==> images/blocks.png <==
Scale bar: 50 µm. Other cells in gray.
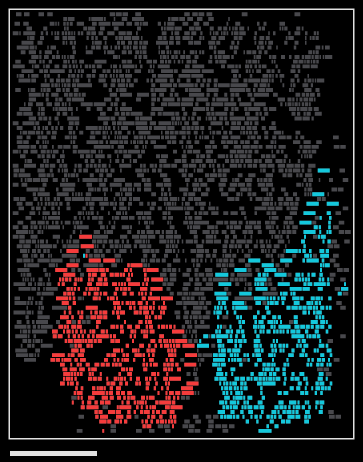
==> images/pinout.png <==
Scale bar: 50 µm. Pins as bars across the die edge, other pins in gray.
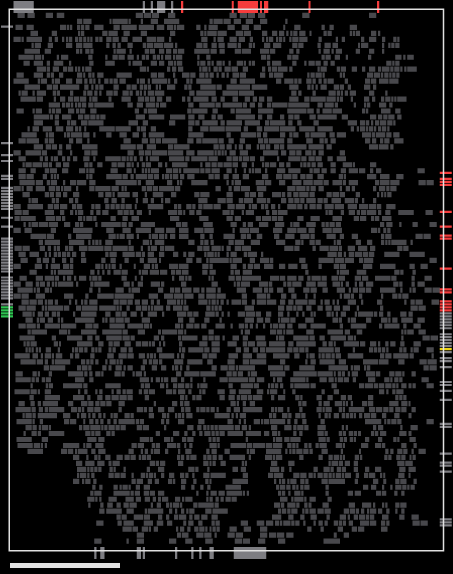
[config.mk]
export PLATFORM = sky130hd
export DESIGN_NAME = pong_game_engine
export DESIGN_NICKNAME = d
export VERILOG_FILES = /design/src/rtl/pong_pkg.sv /design/src/rtl/paddle_ctrl.sv /design/src/rtl/pong_game_engine.sv
export SDC_FILE = /design/constraint.sdc
export NUM_CORES = 1
export LEC_CHECK = 0
export CAP_MARGIN = 15
export CORE_ASPECT_RATIO = 1.25
export CORE_UTILIZATION = 40
export CTS_CLUSTER_SIZE = 25
export DETAILED_ROUTE_END_ITERATION = 6
export GPL_TIMING_DRIVEN = 1
export PLACE_DENSITY = 0.58
export SYNTH_ARGS = -nofsm -noshare
export SYNTH_HDL_FRONTEND = slang
export SYNTH_HIERARCHICAL = 1
export SYNTH_SLANG_ARGS = --single-unit
[constraint.sdc]
create_clock -name VGA_CLOCK -period 4.58 [get_ports VGA_CLOCK]
set_input_delay 0.458 -clock VGA_CLOCK [delete_from_list [all_inputs] [get_ports VGA_CLOCK]]
set_output_delay 0.458 -clock VGA_CLOCK [all_outputs]
set_load 0.01 [all_outputs]
[src/rtl/pong_pkg.sv]
// Shared Pong geometry, game-state encoding and small helpers.
// The display renderer imports this package as well.
package pong_pkg;

  localparam int SCREEN_W   = 640;
  localparam int SCREEN_H   = 480;
  localparam int PADDLE_W   = 10;
  localparam int PADDLE_H   = 50;
  localparam int BALL_W     = 10;
  localparam int BALL_H     = 10;
  localparam int PADDLE1X   = 20;
  localparam int PADDLE2X   = 610;
  localparam int PADDLE_MIN = 1;
  localparam int PADDLE_MAX = 428;

  localparam int PADDLE_Y0  = (SCREEN_H - PADDLE_H) / 2;   // 215
  localparam int BALL_X0    = (SCREEN_W - BALL_W) / 2;     // 315
  localparam int BALL_Y0    = (SCREEN_H - BALL_H) / 2;     // 235

  // Ball travel limits: inside the 1-px border, and the paddle faces.
  localparam int BALL_Y_MIN   = 1;
  localparam int BALL_Y_MAX   = SCREEN_H - 1 - BALL_H;     // 469
  localparam int LEFT_HIT_X   = PADDLE1X + PADDLE_W;       // 30
  localparam int RIGHT_HIT_X  = PADDLE2X - BALL_W;         // 600
  localparam int LEFT_MISS_X  = 0;
  localparam int RIGHT_MISS_X = SCREEN_W - BALL_W;         // 630

  typedef enum logic [1:0] {SERVE, PLAY, POINT, GAMEOVER} game_state_t;

  function automatic logic overlaps(input int ball_y, input int paddle_y);
    return (ball_y + BALL_H > paddle_y) && (ball_y < paddle_y + PADDLE_H);
  endfunction

  function automatic logic [3:0] sat_inc(input logic [3:0] score, input logic [3:0] limit);
    return (score >= limit) ? score : score + 4'd1;
  endfunction

endpackage

[src/rtl/paddle_ctrl.sv]
// One paddle: moves up/down by SPEED per frame tick, clamped to the play field.
module paddle_ctrl
  import pong_pkg::*;
#(
  parameter int SPEED = 4
) (
  input  logic               i_clk,
  input  logic               i_rst,
  input  logic               i_tick,
  input  logic               i_en,
  input  logic               i_up,
  input  logic               i_dn,
  output logic signed [31:0] o_y
);

  logic signed [31:0] r_y;
  logic signed [31:0] w_next_y;

  // NOTE: every always_comb output gets a default first, so no path can infer a latch.
  always_comb begin
    w_next_y = r_y;
    if (i_up && !i_dn) begin
      w_next_y = (r_y - SPEED < PADDLE_MIN) ? PADDLE_MIN : r_y - SPEED;
    end else if (i_dn && !i_up) begin
      w_next_y = (r_y + SPEED > PADDLE_MAX) ? PADDLE_MAX : r_y + SPEED;
    end
  end

  // NOTE: registered state uses non-blocking assignments only.
  always_ff @(posedge i_clk) begin
    if (i_rst) begin
      r_y <= PADDLE_Y0;
    end else if (i_tick && i_en) begin
      r_y <= w_next_y;
    end
  end

  assign o_y = r_y;

endmodule

[src/rtl/pong_game_engine.sv]
// Per-frame Pong state engine: serve delay, ball physics, scoring, game over.
// Everything advances only on FRAME_TICK; outputs are registered.
module pong_game_engine
  import pong_pkg::*;
#(
  parameter int BALL_SPEED   = 2,
  parameter int PADDLE_SPEED = 4,
  parameter int SERVE_FRAMES = 60,
  parameter int WIN_SCORE    = 9
) (
  input  logic               VGA_CLOCK,
  input  logic               RESET,
  input  logic               FRAME_TICK,
  input  logic               P1_UP,
  input  logic               P1_DN,
  input  logic               P2_UP,
  input  logic               P2_DN,
  input  logic               START,
  output logic signed [31:0] PADDLE1Y,
  output logic signed [31:0] PADDLE2Y,
  output logic signed [31:0] BALLX,
  output logic signed [31:0] BALLY,
  output logic [3:0]         SCORE1,
  output logic [3:0]         SCORE2,
  output logic               GAME_OVER,
  output logic               WINNER
);

  localparam logic [3:0]  WIN          = 4'(WIN_SCORE);
  localparam logic [15:0] SERVE_RELOAD = 16'(SERVE_FRAMES);

  game_state_t        r_state, w_state;
  logic signed [31:0] r_ball_x, w_ball_x, r_ball_y, w_ball_y;
  logic               r_dx_pos, w_dx_pos, r_dy_pos, w_dy_pos;
  logic [15:0]        r_serve_cnt, w_serve_cnt;
  logic [3:0]         r_score1, w_score1, r_score2, w_score2;
  logic               r_game_over, w_game_over, r_winner, w_winner;
  logic               r_last_scorer, w_last_scorer;   // 0 = player 1

  logic signed [31:0] w_paddle1_y, w_paddle2_y, w_nx, w_ny;
  logic               w_paddle_en, w_move, w_hit_l, w_hit_r, w_miss_l, w_miss_r;

  assign w_paddle_en = (r_state != GAMEOVER);

  paddle_ctrl #(.SPEED(PADDLE_SPEED)) u_paddle1 (
    .i_clk(VGA_CLOCK), .i_rst(RESET), .i_tick(FRAME_TICK), .i_en(w_paddle_en),
    .i_up(P1_UP), .i_dn(P1_DN), .o_y(w_paddle1_y)
  );

  paddle_ctrl #(.SPEED(PADDLE_SPEED)) u_paddle2 (
    .i_clk(VGA_CLOCK), .i_rst(RESET), .i_tick(FRAME_TICK), .i_en(w_paddle_en),
    .i_up(P2_UP), .i_dn(P2_DN), .o_y(w_paddle2_y)
  );

  // The serve tick that leaves the centre already moves the ball one step.
  assign w_move   = (r_state == PLAY) || (r_state == SERVE && r_serve_cnt == '0);
  assign w_nx     = r_dx_pos ? r_ball_x + BALL_SPEED : r_ball_x - BALL_SPEED;
  assign w_ny     = r_dy_pos ? r_ball_y + BALL_SPEED : r_ball_y - BALL_SPEED;
  assign w_hit_l  = (w_nx <= LEFT_HIT_X)  && overlaps(r_ball_y, w_paddle1_y);
  assign w_hit_r  = (w_nx >= RIGHT_HIT_X) && overlaps(r_ball_y, w_paddle2_y);
  assign w_miss_l = !r_dx_pos && !w_hit_l && (w_nx <= LEFT_MISS_X);
  assign w_miss_r =  r_dx_pos && !w_hit_r && (w_nx >= RIGHT_MISS_X);

  always_comb begin
    w_state       = r_state;
    w_ball_x      = r_ball_x;
    w_ball_y      = r_ball_y;
    w_dx_pos      = r_dx_pos;
    w_dy_pos      = r_dy_pos;
    w_serve_cnt   = r_serve_cnt;
    w_score1      = r_score1;
    w_score2      = r_score2;
    w_game_over   = r_game_over;
    w_winner      = r_winner;
    w_last_scorer = r_last_scorer;

    unique case (r_state)
      SERVE: begin
        if (r_serve_cnt == '0) w_state = PLAY;
        else                   w_serve_cnt = r_serve_cnt - 16'd1;
      end
      POINT: begin
        if (r_score1 == WIN || r_score2 == WIN) begin
          w_state     = GAMEOVER;
          w_game_over = 1'b1;
          w_winner    = r_last_scorer;
        end else begin
          w_state     = SERVE;
          w_ball_x    = BALL_X0;
          w_ball_y    = BALL_Y0;
          w_dx_pos    = !r_last_scorer;   // serve toward the player who conceded
          w_serve_cnt = SERVE_RELOAD;
        end
      end
      GAMEOVER: begin
        if (START) begin
          w_state     = SERVE;
          w_score1    = '0;
          w_score2    = '0;
          w_game_over = 1'b0;
          w_ball_x    = BALL_X0;
          w_ball_y    = BALL_Y0;
          w_dx_pos    = 1'b1;
          w_serve_cnt = SERVE_RELOAD;
        end
      end
      default: ;
    endcase

    if (w_move) begin
      if (w_miss_l) begin
        w_score2      = sat_inc(r_score2, WIN);
        w_last_scorer = 1'b1;
        w_state       = POINT;
      end else if (w_miss_r) begin
        w_score1      = sat_inc(r_score1, WIN);
        w_last_scorer = 1'b0;
        w_state       = POINT;
      end else begin
        if (w_ny <= BALL_Y_MIN) begin
          w_ball_y = BALL_Y_MIN;
          w_dy_pos = 1'b1;
        end else if (w_ny >= BALL_Y_MAX) begin
          w_ball_y = BALL_Y_MAX;
          w_dy_pos = 1'b0;
        end else begin
          w_ball_y = w_ny;
        end

        if (w_hit_l && !r_dx_pos) begin
          w_ball_x = LEFT_HIT_X;
          w_dx_pos = 1'b1;
        end else if (w_hit_r && r_dx_pos) begin
          w_ball_x = RIGHT_HIT_X;
          w_dx_pos = 1'b0;
        end else begin
          w_ball_x = w_nx;
        end
      end
    end
  end

  always_ff @(posedge VGA_CLOCK) begin
    if (RESET) begin
      r_state       <= SERVE;
      r_ball_x      <= BALL_X0;
      r_ball_y      <= BALL_Y0;
      r_dx_pos      <= 1'b1;
      r_dy_pos      <= 1'b1;
      r_serve_cnt   <= SERVE_RELOAD;
      r_score1      <= '0;
      r_score2      <= '0;
      r_game_over   <= 1'b0;
      r_winner      <= 1'b0;
      r_last_scorer <= 1'b0;
    end else if (FRAME_TICK) begin
      r_state       <= w_state;
      r_ball_x      <= w_ball_x;
      r_ball_y      <= w_ball_y;
      r_dx_pos      <= w_dx_pos;
      r_dy_pos      <= w_dy_pos;
      r_serve_cnt   <= w_serve_cnt;
      r_score1      <= w_score1;
      r_score2      <= w_score2;
      r_game_over   <= w_game_over;
      r_winner      <= w_winner;
      r_last_scorer <= w_last_scorer;
    end
  end

  assign PADDLE1Y  = w_paddle1_y;
  assign PADDLE2Y  = w_paddle2_y;
  assign BALLX     = r_ball_x;
  assign BALLY     = r_ball_y;
  assign SCORE1    = r_score1;
  assign SCORE2    = r_score2;
  assign GAME_OVER = r_game_over;
  assign WINNER    = r_winner;

endmodule

==> impl_metrics.ini <==
; generated from flow reports
[finish]
clock_buffers = 18
fill_cells = 4623
fin_area_mm2 = 0.0244
fin_cells = 3593
logic_area_mm2 = 0.0153
final_nets = 3161
top_area_cell_class = combinational gates
fin_util_pct = 51.8
layout.area.seq_mm2 = 0.00319
buffers = 467
mostFrequentLayoutCells = 306 x buf_4, 231 x nand2_1, 204 x ha_1
comb_share_pct = 62.6
seq_cells = 159
area_growth_pct = 28.1
buf_share_pct = 16.5
seq_share_pct = 13.1
inverters = 144
comb_cells = 2155
n_antenna_cell = 0
layout_top_cell = buf_4

[route]
drt_pass1_iterations = 5
via_count = 22000
wl_met1_mm = 32.0
wl_met3_mm = 4.63
routed_via_density = 6.12
routed_wl_mm = 80.0
wl_met2_mm = 38.7
routed.top_layer = met4
wire_per_inst_um = 22.3
ant_nets = 0
drc_errors = 0

[timing]
setup_tns_ns = -0.645
fin_hold_ws_ns = 0.483
setup_viol = 26
worstMarginPinSlew_ns = 0.831
hold_viol = 0
clock-skew-final_ns = 0.0168
slew_headroom_pct = 43.2
layout_setup_ws_ns = -0.0529
rsz0062_at_grt = yes
period_used_pct = 101
timing.final.crit_period_ns = 4.63

[synth]
synth_top_cell_by_count = nand2_1
synth-edff-count = 0
ys_sh_xor_pct = 9.06
yosys.area_share.adder_pct = 13.8
ys_ff = 159
synth-main-ff-cell = dfxtp_1
floorplan.nets = 2824
synth.area.mux_share_pct = 0.749
synthDistinctLibCells = 98
synth_area_mm2 = 0.0190
yosys.area.top_type_share_pct = 16.7
synth.largest_area_cell = dfxtp_1
postSynthCellCount = 2607
ys_cells = 2607
ys_seq_share_pct = 16.7
logic_family = simple AND/OR/NAND/NOR gates
syn_area_per_cell_um2 = 7.30
simple_gate_share_pct = 28.1
yosysWarnings = 6

[setup_path]
path_class = flop to flop
arrival_ns = 5.05
crit_path_top_delay_cell = a2111oi_4
required_ns = 4.99
cp-end-kind = flop
reg2reg_slack_ns = -0.05
worst-path-buf-inv = 4
r2r_cells = 25
regToRegEndpoint = BALLY[14]$_SDFFE_PP0P_
r2r-start = BALLY[8]$_SDFFE_PP0P_
cpPeakStageDelay_ns = 0.48

[flow_run]
warning_count = 41

[power]
p_clk_share_pct = 30.5
p_switching_mw = 1.75
powerClk_mw = 1.44
powerSeq_mw = 1.46
top_power_group = combinational logic
total_power_mw = 4.73

[grt]
grt_usage_pct = 32.3
grt_use_met1_pct = 37.6
use_met2_pct = 57.0
antenna_found_initial = 0
grt_pass1_vias = 21000
grt_overflow = 0
grt_pass1_wl_mm = 122

[place]
dpl_cell_area_mm2 = 0.0230

[hold_path]
hold_depth = 2
hold_class = flop to flop
hold_start = BALLX[25]$_SDFFE_PP0P_
hold_end = BALLX[25]$_SDFFE_PP0P_

[die]
die-area_mm2 = 0.0485
initCoreUtil_pct = 40.4
rows = 89

[cts]
insertion_delay_ns = 0.47
cts_hold_buf = 0
tritoncts = done
post_cts_buffers = 14
cts-root-buf = clkbuf_16
cts.repair.resized = 51

[run_status]
violations = negative setup slack
outcome = finished, violations left
## Picture notes: blocks.png
Key: `u_paddle2` = red [cells 467]; `u_paddle1` = cyan [cells 463, where south-east]

## Picture notes: pinout.png
Key: `P1_DN` = yellow [pins 1, direction input, edge east]; `SCORE2` = green [pins 4, direction output, edge west]; `BALLY` = red [pins 32, direction output, edge 17 north, 15 east]
All pins by edge: 44 east, 41 west, 34 north, 27 south.
Die W: 197 µm
chip height: 246 µm
Port Buffer Count: 145

